$ cat src/rtl/clk_gen_pkg.sv
// Shared types and helpers for the multi-channel clock/strobe generator.
// Optional build macro: CLK_GEN_PHASE_EN adds a per-channel start phase.
package clk_gen_pkg;

  localparam int CNT_W = 16;
  localparam int CFG_W = 32;

  typedef struct packed {
    logic [CFG_W-1:0] div;
    logic [CFG_W-1:0] high;
`ifdef CLK_GEN_PHASE_EN
    logic [CFG_W-1:0] phase;
`endif
  } ch_cfg_t;

  function automatic int clog2m1(input int n);
    return (n > 1) ? $clog2(n) : 1;
  endfunction

endpackage

$ cat src/rtl/clk_gen_ch.sv
// One divided-clock / tick channel with programmable period and high time.
// Optional build macro: CLK_GEN_PHASE_EN loads cnt from cfg.phase on write.
import clk_gen_pkg::*;

module clk_gen_ch #(
  parameter int CNT_W = clk_gen_pkg::CNT_W
) (
  input  logic    clock,
  input  logic    reset_n,
  input  logic    wr,
  input  logic    adv,
  input  ch_cfg_t cfg,
  output logic    clk_out,
  output logic    tick
);

  localparam logic [CNT_W-1:0] ONE = CNT_W'(1);

  logic [CNT_W-1:0] div;
  logic [CNT_W-1:0] high;
  logic [CNT_W-1:0] cnt;
  logic [CNT_W-1:0] wdiv;
  logic [CNT_W-1:0] whigh;
  logic [CNT_W-1:0] ld;
  logic [CNT_W-1:0] nxt;
  logic             wrap;
  logic             unused_hi;

  assign wdiv  = cfg.div[CNT_W-1:0];
  assign whigh = cfg.high[CNT_W-1:0];

`ifdef CLK_GEN_PHASE_EN
  logic [CNT_W-1:0] wphase;
  assign wphase = cfg.phase[CNT_W-1:0];
  assign ld = (wphase < wdiv) ? wphase : '0;
  assign unused_hi = |{cfg.div >> CNT_W,
                       cfg.high >> CNT_W,
                       cfg.phase >> CNT_W};
`else
  assign ld = '0;
  assign unused_hi = |{cfg.div >> CNT_W,
                       cfg.high >> CNT_W};
`endif

  assign wrap = (cnt == div - ONE);
  assign nxt  = wrap ? '0 : cnt + ONE;

  // Reload on write, step on advance, otherwise hold with tick cleared
  always_ff @(posedge clock or negedge reset_n) begin
    if (!reset_n) begin
      div     <= '0;
      high    <= '0;
      cnt     <= '0;
      clk_out <= 1'b0;
      tick    <= 1'b0;
    end else if (wr) begin
      div     <= wdiv;
      high    <= whigh;
      cnt     <= ld;
      clk_out <= (wdiv != '0) && (ld < whigh);
      tick    <= 1'b0;
    end else if (adv && div != '0) begin
      cnt     <= nxt;
      clk_out <= (nxt < high);
      tick    <= wrap;
    end else begin
      tick    <= 1'b0;
    end
  end

endmodule

$ cat src/rtl/clk_gen_multi.sv
// Multi-channel clock/strobe generator with run-length counter and done.
// Optional build macro: CLK_GEN_PHASE_EN adds the cfg_phase input.
import clk_gen_pkg::*;

module clk_gen_multi #(
  parameter int NUM_CH     = 4,
  parameter int CNT_W      = clk_gen_pkg::CNT_W,
  parameter int RUN_W      = 32,
  parameter int RUN_CYCLES = 100,
  localparam int CH_W      = clog2m1(NUM_CH)
) (
  input  logic              clock,
  input  logic              reset_n,
  input  logic              enable,
  input  logic              clear,
  input  logic              cfg_wr,
  input  logic [CH_W-1:0]   cfg_ch,
  input  logic [CNT_W-1:0]  cfg_div,
  input  logic [CNT_W-1:0]  cfg_high,
`ifdef CLK_GEN_PHASE_EN
  input  logic [CNT_W-1:0]  cfg_phase,
`endif
  output logic [NUM_CH-1:0] clk_out,
  output logic [NUM_CH-1:0] tick,
  output logic [RUN_W-1:0]  run_count,
  output logic              done
);

  localparam logic [RUN_W-1:0] RUN_LAST = RUN_W'(RUN_CYCLES - 1);
  localparam logic [RUN_W-1:0] RUN_ONE  = RUN_W'(1);

  ch_cfg_t cfg;
  logic    ch_ok;
  logic    adv;

  assign cfg.div  = CFG_W'(cfg_div);
  assign cfg.high = CFG_W'(cfg_high);
`ifdef CLK_GEN_PHASE_EN
  assign cfg.phase = CFG_W'(cfg_phase);
`endif

  assign ch_ok = (32'(cfg_ch) < 32'(NUM_CH));
  assign adv   = enable && !done && !clear;

  for (genvar i = 0; i < NUM_CH; i++) begin : g_ch
    logic wr;
    assign wr = cfg_wr && ch_ok && (32'(cfg_ch) == 32'(i));
    clk_gen_ch #(
      .CNT_W (CNT_W)
    ) u_ch (
      .clock   (clock),
      .reset_n (reset_n),
      .wr      (wr),
      .adv     (adv),
      .cfg     (cfg),
      .clk_out (clk_out[i]),
      .tick    (tick[i])
    );
  end

  // Count enabled cycles; done latches when the count reaches RUN_CYCLES
  always_ff @(posedge clock or negedge reset_n) begin
    if (!reset_n) begin
      run_count <= '0;
      done      <= 1'b0;
    end else if (clear) begin
      run_count <= '0;
      done      <= 1'b0;
    end else if (enable && !done) begin
      run_count <= run_count + RUN_ONE;
      if (run_count == RUN_LAST)
        done <= 1'b1;
    end
  end

endmodule

$ cat config.mk
export PLATFORM = sky130hd
export DESIGN_NAME = clk_gen_multi
export DESIGN_NICKNAME = d
export VERILOG_FILES = /design/src/rtl/clk_gen_pkg.sv /design/src/rtl/clk_gen_ch.sv /design/src/rtl/clk_gen_multi.sv
export SDC_FILE = /design/constraint.sdc
export NUM_CORES = 1
export LEC_CHECK = 0
export CAP_MARGIN = 20
export CORE_UTILIZATION = 35
export DETAILED_ROUTE_END_ITERATION = 8
export GPL_TIMING_DRIVEN = 1
export PLACE_DENSITY_LB_ADDON = 0.08
export SKIP_LAST_GASP = 1
export SLEW_MARGIN = 10
export SYNTH_ARGS = -nofsm -noshare
export SYNTH_HDL_FRONTEND = slang
export SYNTH_SLANG_ARGS = --single-unit
$ cat constraint.sdc
create_clock -name clock -period 9.5 [get_ports clock]
set_input_delay 2.375 -clock clock [delete_from_list [all_inputs] [get_ports clock]]
set_output_delay 2.375 -clock clock [all_outputs]
set_load 0.02 [all_outputs]
==> summary.txt, run 1 <==
Implementation results.

The pin count of the biggest net entering global routing is 140. The run finished with clean final reports. The post-cts resize count is 0. Per the skew report, the later register of the worst-skew pair sees a clock latency of 0.60 ns.

The routed length on met2 is 20.23 mm. The worst min-delay path category is reg -> reg. The slew at the pin closest to its max-slew limit is 0.9614 ns. For reference, the critical path is captured by g_ch[3].u_ch.clk_out.

The most used standard cell by instance count after synthesis is sky130_fd_sc_hd__nand2_1. The routed length on met3 is 1.822 mm. The CTS report gives the tree buffer count as 30. The cell count after placement is 2,324. For this run, the leading register cell type out of synthesis is sky130_fd_sc_hd__dfrtp_1. The hold buffer count at CTS is 0.

Clock tree synthesis selected as its root buffer the cell sky130_fd_sc_hd__clkbuf_16. Routed signal wires occupy layers up through met4. Across every metal layer, demand over resource in global routing totals 20.40%. The wire length on met1 is 20.88 mm. The number of nets handed over by synthesis was 1,915.

The proportion of layout cells with a drive suffix above 1 is 5.429%. The number of warnings issued by yosys is 0. Of all flip-flops after synthesis, the portion carrying an async set or reset was 100.0%.

The count of boundary I/O pins is 80. The total power draw is 3.013 mW. The post-CTS setup buffer count is 0.

Logged for this run, the post-placement worst setup slack is 4.317 ns. The reported leakage power is 7.594 nW. The leading area contributor after synthesis is sky130_fd_sc_hd__dfrtp_1. The congestion estimate from routability-driven global placement came to 0.8215.

The top cell type by area accounts for 38.97% of the synthesized area. met3 track demand over resource after global routing is 3.081%.
run 1: final cells by class:
| type | count | area (µm²) |
|---|---|---|
| clock buffers | 40 | 858.3 |
| clock inverters | 16 | 181.4 |
| flip-flops and latches | 233 | 5831 |
| well taps | 539 | 674.4 |
| inverters | 82 | 307.8 |
| repair buffers | 94 | 933.4 |
| fillers | 4287 | 24900 |
| multi-input cells | 1377 | 8352 |
run 1: power by group through the flow:
stage | Combinational [mW] | Clock, mW | Sequential (mW)
floorplan | 0.459 | 0 | 1.18
global placement | 0.607 | 0 | 1.23
detailed placement | 0.620 | 0 | 1.23
CTS | 0.625 | 1.22 | 1.21
global route | 0.705 | 1.25 | 1.23
finish | 0.618 | 1.18 | 1.21
run_1/sizes.png
Scale: 2 px per µm.
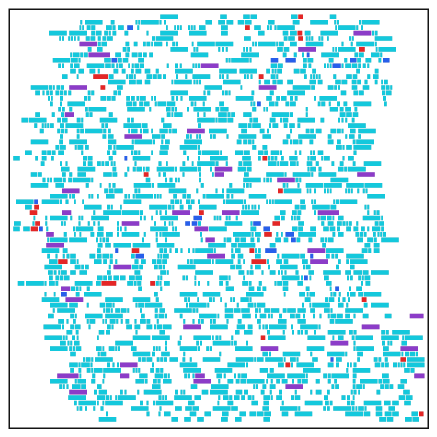
_0 and _1 cells: shown in cyan, cells 1,742. _2 cells: shown in blue, cells 27. _3 and _4 cells: shown in red, cells 29. _6 and larger: shown in purple, cells 44.
area growth from synthesis to layout: 14.55%
Non-clk bufs: 94
crit path setup slack, layout: 4.418 ns
final non-filler cell area: 17,140 µm²

run_1/cell_density.png
Scale: 2 px per µm. The die is cut into 21 by 21 equal tiles; dark blue is low, red is high, 0 to 100% covered.
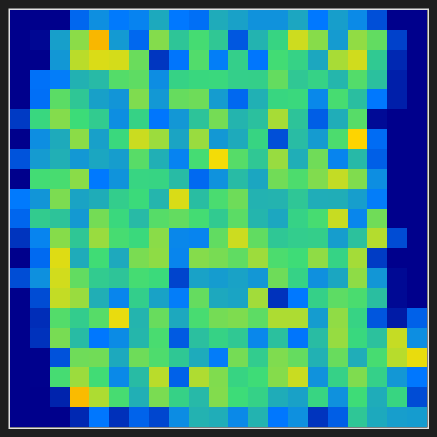
The fullest tile reaches 79%. 11% of the tiles are nearly empty. The mean over all tiles is 38%. 0.70% of the tiles are over 75% full.
floorplan utilization: 35.59%
area of the placeable core: 42,040 µm²
post-route core utilization: 40.76%

run_1/placement.png
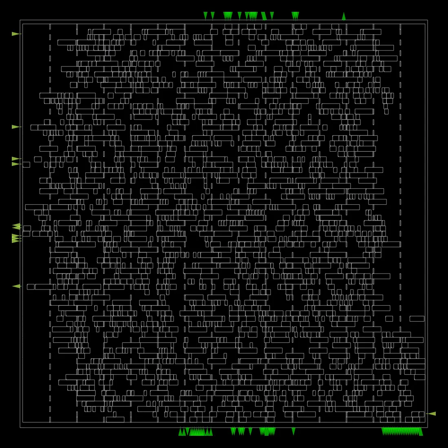
site row count: 75
Fill cells: 4,287
well tap count: 539
sequential portion of the cell area: 34.02%
non-filler cells, final: 2,381

run_1/layer_met1.png
Scale: 3 px per µm. Supply wires on this layer in gray.
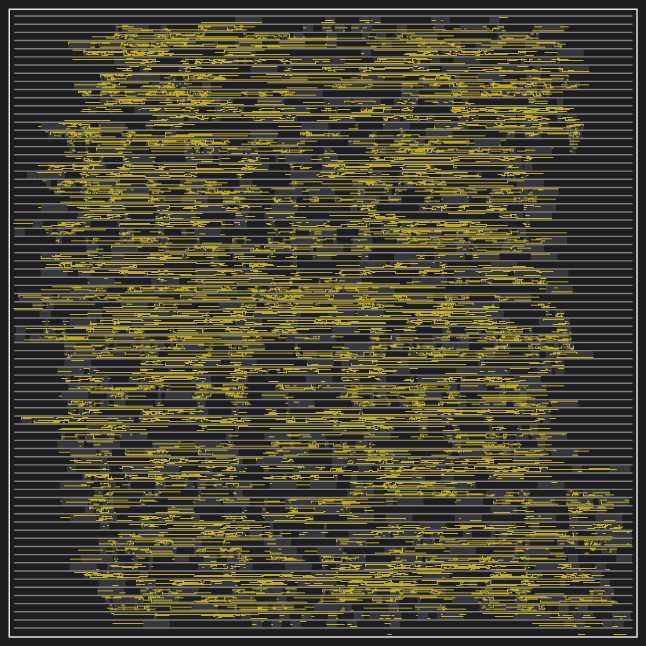
The layer carries 20.9 mm of wire. 1,804 nets have wire on it. The layer holds 47% of the routed length. The longest straight run is 63.9 µm.
wire length after detailed routing: 44.25 mm
vias after detailed routing: 12,410
met1 layer usage reported by global route: 28.57%

## Run 2: what changed since run 1
clock period = 4.25 ns   (was 9.5 ns; I/O delays follow)
==> run 2 against run 1 <==
Wire length is 4.8% higher. Power rose by 130%. Sequential share of layout area decreased by 1.9 points. Synthesized area stayed put. First-iteration DRC count down 1.5%. Design area increased by 5.9%. Setup slack got worse by 4.4 ns. Critical path depth down 2. Critical endpoint unchanged. Highest routed layer unchanged.
==> summary.txt, run 2 <==
Implementation results.

The capture point of the critical path was reported as g_ch[3].u_ch.clk_out. The met1 track utilization from global routing is 30.64%. The worst min-delay path category is in -> async. The routed length on met2 is 21.39 mm.

The pin count of the biggest net entering global routing is 77. The total power draw is 6.815 mW. Per the final layout report, the fraction of cells sized above drive strength 1 comes to 11.79%.

The total detailed-routing wirelength is 46.36 mm. Summing all non-filler instances in the final layout gives an area of 18,150 µm². The final non-filler cell total is 2,482. The number of hold buffers added after CTS was 0. In the per-layer summary, the met1 wirelength comes to 22.53 mm. Per the synthesis report, the single largest cell type by area occupies 38.97% of cell area. The root buffer cell is sky130_fd_sc_hd__clkbuf_16. The global-route total usage across every layer is 21.44%. For this run, the leading register cell type out of synthesis is sky130_fd_sc_hd__dfrtp_1.

The insertion delay of the later-clocked pin in the worst-skew pair is 0.57 ns. The flow ran to the end, and the final reports show no timing, DRC or antenna violations. Per the repair_timing log after CTS, setup buffers inserted total 1. The floorplan has 75 rows.

Looking at the gate-level netlist, the highest instance count belongs to sky130_fd_sc_hd__nand2_1.
[run 2: worst reg2reg max path: cells and delay by family (launching register included)]
kind            cells  cell delay, ns
fa+ha+maj           1            0.22
compound gates      5            1.24
xor+xnor            1            0.16
flops               1            0.38
simple gates        7            2.00
buf+inv             1            0.15
[run 2: where the power goes]
part	total [mW]	switching [mW]	internal [mW]
Sequential	2.68	0.224	2.46
Clock	2.51	1.01	1.50
Combinational	1.63	0.916	0.710
Total	6.82	2.15	4.67
[run 2: cell type report]
type / count / area [µm²] / area share, %
clock inverter: 3 / 43.79 / 0.2413
sequential: 233 / 5832 / 32.14
multi-input combinational: 1377 / 8603 / 47.41
timing repair buffer: 200 / 1777 / 9.790
clock buffer: 48 / 909.6 / 5.012
tap: 539 / 674.4 / 3.716
inverter: 82 / 307.8 / 1.696
run_2/io_fan.png
Scale: 2 px per µm.
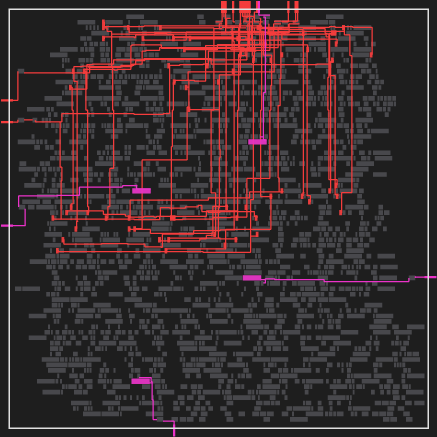
cfg_div: shown in red, bits 16, direction input, end cells 68, buffers 32, wire 4,620 µm. clk_out: shown in magenta, bits 4, direction output, end cells 4, buffers 4, wire 294 µm.
tally of buffers added on design ports: 79
# IOs: 80

Power is estimated from default activity; no workload was simulated.
